--- src/rtl/z80_bus_cycle_gen.sv ---
// Z80 bus initiator: turns valid/ready requests into timed memory, I/O and M1 cycles.
// Every bus-facing output is registered from the next-state decode.
module z80_bus_cycle_gen #(
  parameter int T_CLKS       = 1,
  parameter int IO_AUTO_WAIT = 1,
  parameter int WAIT_MAX     = 16
) (
  input  logic        clk,
  input  logic        rst,
  input  logic        req_valid,
  output logic        req_ready,
  input  logic        req_write,
  input  logic        req_io,
  input  logic        req_m1,
  input  logic [15:0] req_addr,
  input  logic [7:0]  req_wdata,
  output logic        rsp_valid,
  output logic [7:0]  rsp_rdata,
  output logic        rsp_err,
  output logic [15:0] addr,
  output logic [7:0]  dout,
  output logic        dout_oe,
  input  logic [7:0]  din,
  input  logic        wait_n,
  output logic        rd_n,
  output logic        wr_n,
  output logic        mreq_n,
  output logic        iorq_n,
  output logic        m1_n
);
  typedef enum logic [2:0] {IDLE, T1, T2, TW, T3} state_t;

  localparam int TCW = (T_CLKS > 1) ? $clog2(T_CLKS) : 1;
  localparam logic [TCW-1:0] TC_LAST = TCW'(T_CLKS - 1);
  localparam logic [7:0] AUTO_W = 8'(IO_AUTO_WAIT);
  localparam logic [7:0] WMAX   = 8'(WAIT_MAX);

  state_t         state_reg, state_next;
  logic [TCW-1:0] tc_reg, tc_next;
  logic [7:0]     wcnt_reg, wcnt_next;
  logic           write_reg, write_next, io_reg, io_next, m1_reg, m1_next;
  logic           abort_reg, abort_next;
  logic [15:0]    addr_next;
  logic [7:0]     dout_next, rdata_next;
  logic           end_st, to_t3, in_t2w, in_t2w3, act;
  logic           rv_next, mreq_n_next, iorq_n_next, rd_n_next, wr_n_next, m1_n_next, oe_next;

  assign req_ready = (state_reg == IDLE) & ~rst;
  assign end_st    = (tc_reg == TC_LAST);

  always_comb begin
    state_next = state_reg;
    tc_next    = tc_reg;
    wcnt_next  = wcnt_reg;
    write_next = write_reg;
    io_next    = io_reg;
    m1_next    = m1_reg;
    abort_next = abort_reg;
    addr_next  = addr;
    dout_next  = dout;
    rdata_next = rsp_rdata;
    to_t3      = 1'b0;
    if (state_reg != IDLE)
      tc_next = end_st ? '0 : tc_reg + 1'b1;
    case (state_reg)
      IDLE: if (req_valid) begin
        state_next = T1;
        tc_next    = '0;
        wcnt_next  = '0;
        abort_next = 1'b0;
        write_next = req_write;
        io_next    = req_io;
        m1_next    = req_m1 & ~req_write & ~req_io;
        addr_next  = req_addr;
        dout_next  = req_wdata;
      end
      T1: if (end_st) state_next = T2;
      T2, TW: if (end_st) begin
        // Mandatory I/O waits come first; wait_n is only looked at afterwards.
        if (io_reg && (wcnt_reg < AUTO_W)) begin
          state_next = TW;
          wcnt_next  = wcnt_reg + 8'd1;
        end else if (wait_n) begin
          state_next = T3;
          to_t3      = 1'b1;
        end else if ((WAIT_MAX != 0) && (wcnt_reg >= WMAX)) begin
          state_next = T3;
          to_t3      = 1'b1;
          abort_next = 1'b1;
        end else begin
          state_next = TW;
          wcnt_next  = (wcnt_reg == 8'hFF) ? wcnt_reg : wcnt_reg + 8'd1;
        end
      end
      T3: if (end_st) state_next = IDLE;
      default: state_next = IDLE;
    endcase
    if (to_t3 && !write_reg)
      rdata_next = abort_next ? 8'hFF : din;
  end

  always_comb begin
    act         = (state_next != IDLE);
    in_t2w      = (state_next == T2) || (state_next == TW);
    in_t2w3     = in_t2w || (state_next == T3);
    rv_next     = (state_next == T3) && (tc_next == TC_LAST);
    mreq_n_next = ~(act && !io_next);
    iorq_n_next = ~(io_next && in_t2w3);
    rd_n_next   = ~(!write_next && (io_next ? in_t2w3 : act));
    wr_n_next   = ~(write_next && in_t2w);
    m1_n_next   = ~(m1_next && (in_t2w || (state_next == T1)));
    oe_next     = write_next && act;
  end

  always_ff @(posedge clk) begin
    if (rst) begin
      state_reg <= IDLE;
      tc_reg    <= '0;
      wcnt_reg  <= '0;
      write_reg <= 1'b0;
      io_reg    <= 1'b0;
      m1_reg    <= 1'b0;
      abort_reg <= 1'b0;
      addr      <= '0;
      dout      <= '0;
      rsp_rdata <= '0;
      rsp_valid <= 1'b0;
      rsp_err   <= 1'b0;
      dout_oe   <= 1'b0;
      mreq_n    <= 1'b1;
      iorq_n    <= 1'b1;
      rd_n      <= 1'b1;
      wr_n      <= 1'b1;
      m1_n      <= 1'b1;
    end else begin
      state_reg <= state_next;
      tc_reg    <= tc_next;
      wcnt_reg  <= wcnt_next;
      write_reg <= write_next;
      io_reg    <= io_next;
      m1_reg    <= m1_next;
      abort_reg <= abort_next;
      addr      <= addr_next;
      dout      <= dout_next;
      rsp_rdata <= rdata_next;
      rsp_valid <= rv_next;
      if (rv_next) rsp_err <= abort_next;
      dout_oe   <= oe_next;
      mreq_n    <= mreq_n_next;
      iorq_n    <= iorq_n_next;
      rd_n      <= rd_n_next;
      wr_n      <= wr_n_next;
      m1_n      <= m1_n_next;
    end
  end
endmodule

--- config.mk ---
export PLATFORM = sky130hd
export DESIGN_NAME = z80_bus_cycle_gen
export DESIGN_NICKNAME = d
export VERILOG_FILES = /design/src/rtl/z80_bus_cycle_gen.sv
export SDC_FILE = /design/constraint.sdc
export NUM_CORES = 1
export LEC_CHECK = 0
export CORE_ASPECT_RATIO = 1.75
export CORE_MARGIN = 3
export CORE_UTILIZATION = 50
export DETAILED_ROUTE_END_ITERATION = 16
export DONT_BUFFER_PORTS = 1
export MAX_ROUTING_LAYER = met4
export PLACE_DENSITY_LB_ADDON = 0.25
export SLEW_MARGIN = 20
export SYNTH_ARGS = -nofsm -noshare
export SYNTH_HDL_FRONTEND = slang
export SYNTH_SLANG_ARGS = --single-unit
--- constraint.sdc ---
create_clock -name clk -period 1.66 [get_ports clk]
set_input_delay 0.166 -clock clk [delete_from_list [all_inputs] [get_ports clk]]
set_output_delay 0.166 -clock clk [all_outputs]
set_load 0.02 [all_outputs]
run_1/final_clocks.png
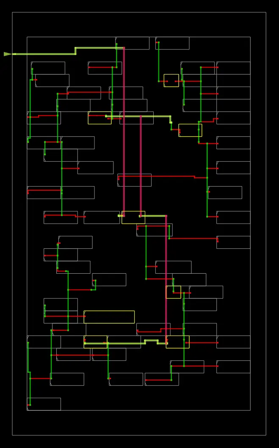
Sink Count: 56
flop count: 56

run_1/port_nets.png
Scale: 6 px per µm.
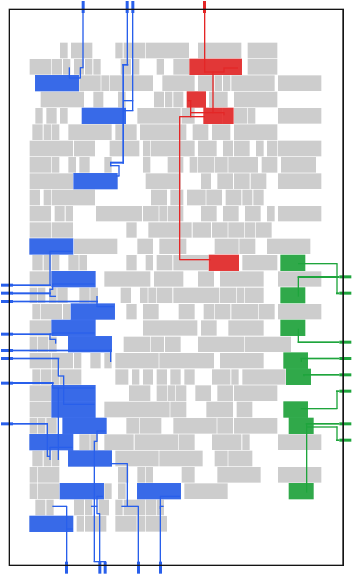
Key: red = req_valid [direction input, edge north, end cells 5, buffers 0, wire 65.1 µm]; green = din [direction input, edge east, end cells 8, buffers 0, wire 76.3 µm]; blue = addr [direction output, edge 8 west, 5 south, 3 north, end cells 16, buffers 0, wire 305 µm]
Port-buffer cells: 0
# IOs: 80

run_1/clock_map.png
Scale: 6 px per µm.
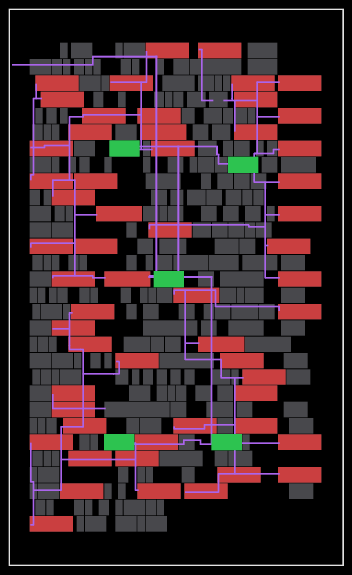
Key: purple = clock wires [length 579 µm]; green = cells driving clock nets [count 5]; red = flip-flops [count 56]
There are 6 routed clock nets.
Clock net power: 899 µW
Setup Skew: 4.71 ps

-- run 1: what timing repair did --
| action | in CTS | in global routing |
|---|---|---|
| pin swaps | 4 | 8 |
| hold buffers | 25 | 0 |
| endpoints found under the hold margin | 36 | 0 |
| gates resized | 14 | 16 |
| buffers inserted | 2 | 2 |
| setup endpoints to repair | 15 | 25 |
-- run 1: layer usage --
metal,routed length (µm),part of all wire,vias to the layer above,track usage
met2,2950,0.54,79,0.381
met1,2060,0.37,874,0.229
li1,-,-,922,-
met4,116,0.021,0,0.103
met3,368,0.067,10,0.0558
met5,0,0,-,-
-- run 1: logic make-up (layout without fill, tap and decap cells) --
group,Yosys count,after routing,share of synthesized area
AND-OR/OR-AND,61,61,0.190
AND/OR/NAND/NOR,94,94,0.214
multiplexers,4,4,0.0188
adder cells (fa/ha/maj),3,3,0.0176
buffers and inverters,18,68,0.0340
flip-flops,56,56,0.525
-- run 1: metrics by stage --
step                power [µW]  hold WS (ps)  cells
floorplan                 1790           302    236
global placement          1870           239    298
detailed placement        1880           241    298
CTS                       2860          11.6    333
global route              2990          24.1    334
finish                    2870          22.3    334
-- run 1: final cells by class --
| type | instances | area share |
|---|---|---|
| well taps | 48 | 0.0208 |
| multi-input cells | 162 | 0.369 |
| clock inverters | 3 | 0.0165 |
| inverters | 4 | 0.00520 |
| clock buffers | 5 | 0.0239 |
| repair buffers | 56 | 0.173 |
| flip-flops and latches | 56 | 0.391 |
-- run 1: worst max-delay path by stage --
stage / start / end / slack, ps
after CTS: state_reg[1] / rsp_rdata[2] / -10
final: state_reg[1] / rsp_rdata[2] / -30
after global placement: state_reg[1] / rsp_rdata[0] / -30
after global routing: state_reg[1] / rsp_rdata[2] / -80
after detailed placement: state_reg[1] / rsp_rdata[2] / -60
after floorplan: state_reg[1] / rsp_rdata[0] / -40
-- run 1: power breakdown --
| part | leakage (µW) | switching, µW | internal [µW] |
|---|---|---|---|
| clock network | 0.0000583 | 445 | 455 |
| registers | 0.000459 | 131 | 1420 |
| logic | 0.000610 | 214 | 205 |
-- run 1: cells in the final DEF (no fill, tap or decap), drive strengths merged, types with 4 or more instances in the layout --
| cell | netlist | routed |
|---|---|---|
| a21oi | 34 | 34 |
| inv | 4 | 4 |
| o221a | 8 | 8 |
| mux2i | 4 | 4 |
| clkbuf | 10 | 5 |
| dlygate4sd3 | 0 | 24 |
| nand2 | 54 | 54 |
| o21ai | 6 | 6 |
| nor2 | 10 | 10 |
| and3 | 4 | 4 |
| nand3 | 7 | 7 |
| dfxtp | 56 | 56 |
| buf | 4 | 32 |
| a211oi | 4 | 4 |
==> Slide: Implementation Results, run 1 <==
Run Summary

Placement
  – Final RePlAce weighted congestion: roughly 0.78
  – Place WS: -56.3 ps
  – Hpwl dp: about 3500 µm
  – Placed inst area: 2360 µm²

Yosys
  – Cell area after synthesis: 2130 µm²
  – Synth cell types: 36
  – Area share, top type: 0.525
  – Cells after synthesis: 236
  – Commonest cells in the synthesized netlist: dfxtp_1 (56), nand2_1 (54), a21oi_1 (34)
  – Post-synth EDFFs: 0
  – Syn nets: between 200 and 300
  – Average size of a mapped cell: 9.04 µm²
  – Post-synth top area cell: dfxtp_1
  – Yosys warning count: 0
  – Synth top cell by count: dfxtp_1
  – Seq/Total Area, Yosys: 0.525
  – Top cells by area: dfxtp_1 (53%), nand2_1 (9.5%), a21oi_1 (8.0%)
  – Ys flops: 56
  – Synthesis area per yosys: 2130 µm²
  – Yosys cell count: 236
  – Post-synth ARST share: 0
  – Main flop type: dfxtp_1

Worst hold path
  – HP Class: in2reg
  – Hold Path Depth: 2
  – Worst hold path endpoint: wcnt_reg[3]
  – Hold Startpoint: rst

Critical path
  – WP buf/inv: 0
  – R2r startpoint: state_reg[1]
  – Crit path max-delay family: AND-OR/OR-AND gates
  – R2R setup slack: -30 ps
  – Path length in cells of the critical path: 4
  – CP max-delay cell: or4b_4
  – CP cell instances: or4b_4 -> a211oi_4 -> o211ai_4 -> o221a_1
  – WS Path Type: reg2reg
  – Reg2reg path depth: 4
  – Crit-path max FO: 8
  – Crit path DAT: 1890 ps
  – CP endpoint kind: flop
  – Largest stage delay on the critical path: 550 ps
  – Nature of the critical path startpoint: flop
  – CP Data Required Time: 1870 ps
  – Reg-to-Reg End: rsp_rdata[2]

Drt
  – Drt total wl: roughly 5500 µm
  – Drt initial violations: 41
  – Vias per cell: 5.64
  – Total number of vias: 1885
  – Residual DRC: 0
  – DR WL/cell: between 15 and 20 µm
  – Post-route ant nets: 0
  – Number of detailed-route iterations in the first pass: 4

Clock tree
  – H-tree depth: 2
  – Clock root cell: clkbuf_8
  – CTS tree: done
  – Clk buf depth: 2
  – Clock Latency Late Sink: 310 ps
  – Num CTS Buffers: 5
  – Clock-pin transition on the worst setup and hold timing paths: 100 ps

Final timing
  – Final Worst Setup Slack: -25.3 ps
  – RSZ-0062 raised after global routing: yes
  – Max-slew violations: 0
  – Max Fclk: 0.593 GHz
  – Slew HR: 0.730
  – Fin Setup TNS: -90.2 ps
  – Final setup viols: 8
  – Final hold vios: 0
  – Final min period: 1690 ps
  – Period utilization: 1.02
  – Worst slew pin tran: 405 ps

Run status
  – Violated checks: setup timing
  – Outcome: finished, violations left

Global route
  – Largest net degree at the start of global routing: 35
  – GRT Total Usage: 0.219
  – Vias in the first global route: roughly 1900
  – GRT overflow: 0
  – Initial antenna violation count: 0
  – First-pass GRT wire length: a little under 9000 µm

Power
  – VDD IR-drop max: 0.00111 V
  – Leakage power: 0.00113 µW
  – Pwr dens: 994 nW/µm²

Die
  – Die width: 55.4 µm
  – Area of the die: 5120 µm²
  – Initial Util: 0.536
  – Die height: 92.4 µm
  – Core area: 3980 µm²
  – Rows: 30

Finish
  – Fill cells: just over 300
  – Layout cell share with drive strength beyond 1: 0.241
  – # diodes: 0
  – Final Cell Area: 2890 µm²
  – Final core area utilization: 0.725
  – Fin nets: 327
  – Max reg flops: 16
  – Layout area overhead: 35.2%
  – Sequential cell area: 1130 µm²
  – Largest Register: addr
  – MI comb area: 1070 µm²

Run
  – Tool warnings: 32
  – Max capacitance violation total: 0
==> run 2, diff against run 1 <==
- SLEW_MARGIN: 20 -> 10
run_2/cell_classes.png
Scale: 4 px per µm.
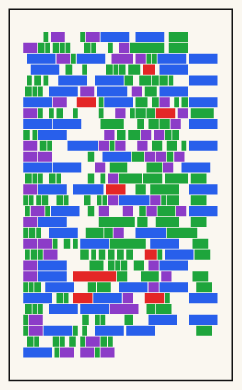
Key: red = clock drivers and dummy loads [cells 8]; blue = flip-flops [cells 56]; purple = other buffers and delay cells [cells 56]; green = all other logic [cells 166]
core area: 3980 µm²
final core area utilization: 0.725
Rows: 30
Seq area share: 0.391

run_2/clock_map.png
Scale: 6 px per µm.
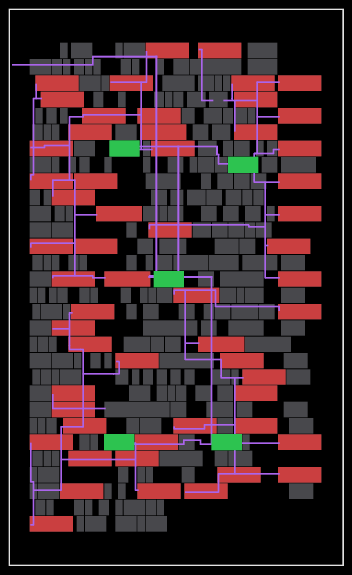
Key: red = flip-flops [count 56]; purple = clock wires [length 579 µm]; green = cells driving clock nets [count 5]
There are 6 routed clock nets.
Clock Latency Late Sink: 310 ps
clock power share: 0.314

==> run 2 against run 1 <==
Effect of this change:
- the run still ends with setup timing left
- total power did not move
- design area unchanged
- sequential share of layout area is the same
- critical path type unchanged
- critical endpoint unchanged
- largest power group unchanged
- highest routed layer unchanged
==> Slide: Implementation Results, run 2 <==
Run Summary

Finish
  – Largest Register: addr
  – Max reg flops: 16
  – Commonest Layout Cell: nand2_1
  – Sequential cell area: 1130 µm²
  – # diodes: 0
  – Layout cell share with drive strength beyond 1: 0.241
  – MI comb area: 1070 µm²
  – Layout area overhead: 35.2%
  – Top cells excl fill/tap: nand2_1 (54), dfxtp_1 (51), a21oi_1 (30), buf_4 (30), dlygate4sd3_1 (24)
  – Fin nets: 327
  – Fill cells: 307

Run
  – Tool warnings: 32
  – Max capacitance violation total: 0

Final timing
  – Max-slew violations: 0
  – Final setup viols: 8
  – Final hold vios: 0
  – Setup Skew: approximately 4.7 ps
  – Worst slew pin tran: between 400 and 500 ps
  – Slew HR: 0.730
  – Final Worst Setup Slack: -25.3 ps
  – Final min period: 1690 ps
  – Period utilization: 1.02
  – RSZ-0062 raised after global routing: yes
  – Worst-case hold slack: between 20 and 25 ps
  – Max Fclk: 0.593 GHz

Critical path
  – CP Data Required Time: 1870 ps
  – Reg-to-Reg End: rsp_rdata[2]
  – CP endpoint kind: flop
  – CP max-delay cell: or4b_4
  – Nature of the critical path startpoint: flop
  – R2R setup slack: -30 ps
  – WS Path Type: reg2reg
  – Largest stage delay on the critical path: between 500 and 600 ps
  – Crit path DAT: 1890 ps
  – Crit-path max FO: 8
  – Worst Setup SP: state_reg[1]
  – Reg2reg path depth: 4
  – CP cell instances: or4b_4 -> a211oi_4 -> o211ai_4 -> o221a_1
  – R2r startpoint: state_reg[1]

Drt
  – Drt total wl: 5500 µm
  – Vias per cell: 5.64
  – Post-route ant nets: 0
  – Total number of vias: 1885
  – Residual DRC: 0
  – DR WL/cell: 16.5 µm
  – Number of detailed-route iterations in the first pass: 4
  – Drt initial violations: between 40 and 50

Yosys
  – Top cells by area: dfxtp_1 (53%), nand2_1 (9.5%), a21oi_1 (8.0%)
  – Synthesis area per yosys: around 2100 µm²
  – Ys flops: 56
  – Commonest cells in the synthesized netlist: dfxtp_1 (56), nand2_1 (54), a21oi_1 (34)
  – Average size of a mapped cell: 9.04 µm²
  – Cells after synthesis: 236
  – Post-synth top area cell: dfxtp_1
  – Yosys cell count: 236
  – Synth top cell by count: dfxtp_1
  – Syn nets: 278
  – Yosys warning count: 0
  – Synth cell types: 36
  – Area share, top type: 0.525
  – Cell area after synthesis: between 2000 and 2500 µm²
  – Post-synth EDFFs: 0
  – Seq/Total Area, Yosys: 0.525
  – Main flop type: dfxtp_1
  – Post-synth ARST share: 0

Die
  – Die height: 92.4 µm
  – Initial Util: 0.536
  – Die width: 55.4 µm
  – # IOs: roughly 80
  – Area of the die: between 5000 and 6000 µm²

Clock tree
  – Num CTS Buffers: 5
  – CTS tree: done
  – Clk buf depth: 2
  – Sink Count: 56
  – H-tree depth: 2
  – Clock-pin transition on the worst setup and hold timing paths: 100 ps
  – Clock root cell: clkbuf_8

Global route
  – First-pass GRT wire length: 8760 µm
  – Largest net degree at the start of global routing: 35
  – GRT overflow: 0
  – Initial antenna violation count: 0
  – Vias in the first global route: 1856
  – GRT Total Usage: 0.219

Worst hold path
  – Worst hold path endpoint: wcnt_reg[3]
  – HP Class: in2reg
  – Hold Path Depth: 2
  – Hold Startpoint: rst

Placement
  – Port-buffer cells: 0
  – Final RePlAce weighted congestion: 0.785
  – Hpwl dp: between 3000 and 4000 µm

Run status
  – Violated checks: setup timing
  – Outcome: finished, violations left

Power
  – VDD IR-drop max: 0.00111 V
  – Leakage power: 0.00113 µW
  – Post-layout power: about 2900 µW
  – Pwr dens: 994 nW/µm²
run_2/port_nets.png
Scale: 6 px per µm.
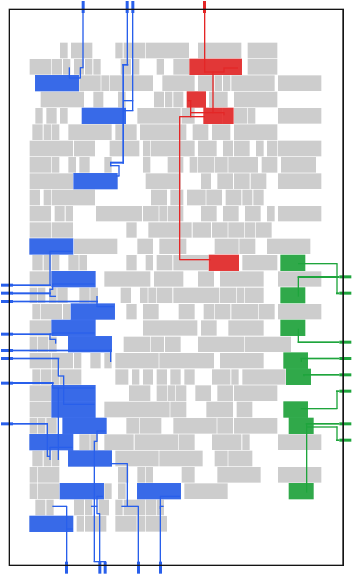
Key: green = din [direction input, edge east, end cells 8, buffers 0, wire 76.3 µm]; red = req_valid [direction input, edge north, end cells 5, buffers 0, wire 65.1 µm]; blue = addr [direction output, edge 8 west, 5 south, 3 north, end cells 16, buffers 0, wire 305 µm]

[run 2: kinds of logic after synthesis]
logic type	Yosys count	synth area share
and+or+nand+nor	94	0.214
AOI/OAI and AO/OA	61	0.190
DFF	56	0.525
buffers and inverters	18	0.0340
muxes	4	0.0188
adders and majority gates	3	0.0176
[run 2: worst max path at each step]
stage	end	slack (ps)
floorplan	rsp_rdata[0]	-40
global placement	rsp_rdata[0]	-30
detailed placement	rsp_rdata[2]	-60
CTS	rsp_rdata[2]	-10
global route	rsp_rdata[2]	-80
finish	rsp_rdata[2]	-30
[run 2: area by class of cell]
cell class,instances,area share
clock buffers,5,0.0239
repair buffers,56,0.173
flip-flops and latches,56,0.391
clock inverters,3,0.0165
inverters,4,0.00520
well taps,48,0.0208
multi-input cells,162,0.369
[run 2: worst max-delay path, delay by kind of cell (launching register included)]
| family | cells | cell delay (ps) |
|---|---|---|
| compound gates | 3 | 690 |
| flops | 1 | 340 |
| simple gates | 1 | 550 |
[run 2: metal layers]
metal	wire length (µm)	GRT usage
met5	0	-
met4	116	0.103
met1	2060	0.229
met2	2950	0.381
met3	368	0.0558
[run 2: report_power, final]
group	leakage (µW)	switching, µW	internal [µW]
registers	0.000459	131	1420
clock network	0.0000583	445	455
logic	0.000610	214	205
total	0.00113	790	2080
[run 2: per-stage QoR]
| step | worst slack (ps) | area, µm² | std cells | setup TNS, ps | utilization |
|---|---|---|---|---|---|
| 2_1_floorplan | -39.2 | 2140 | 236 | -201 | - |
| 3_3_place_gp | -27.1 | 2360 | 298 | -113 | 0.593 |
| 3_5_place_dp | -56.3 | 2360 | 298 | -393 | 0.593 |
| 4_1_cts | -13.1 | 2820 | 333 | -21.5 | 0.708 |
| 5_1_grt | -79.3 | 2890 | 334 | -610 | 0.725 |
| 6_report | -25.3 | 2890 | 334 | -90.2 | 0.725 |
[run 2: what timing repair did]
action	in CTS	in global routing
endpoints found under the hold margin	36	0
endpoints found under the setup margin	15	25
hold buffers	25	0
resized	14	16
pin swaps	4	8
setup buffers	2	2
No activity file was given, so power comes from the tool's default toggle rates.
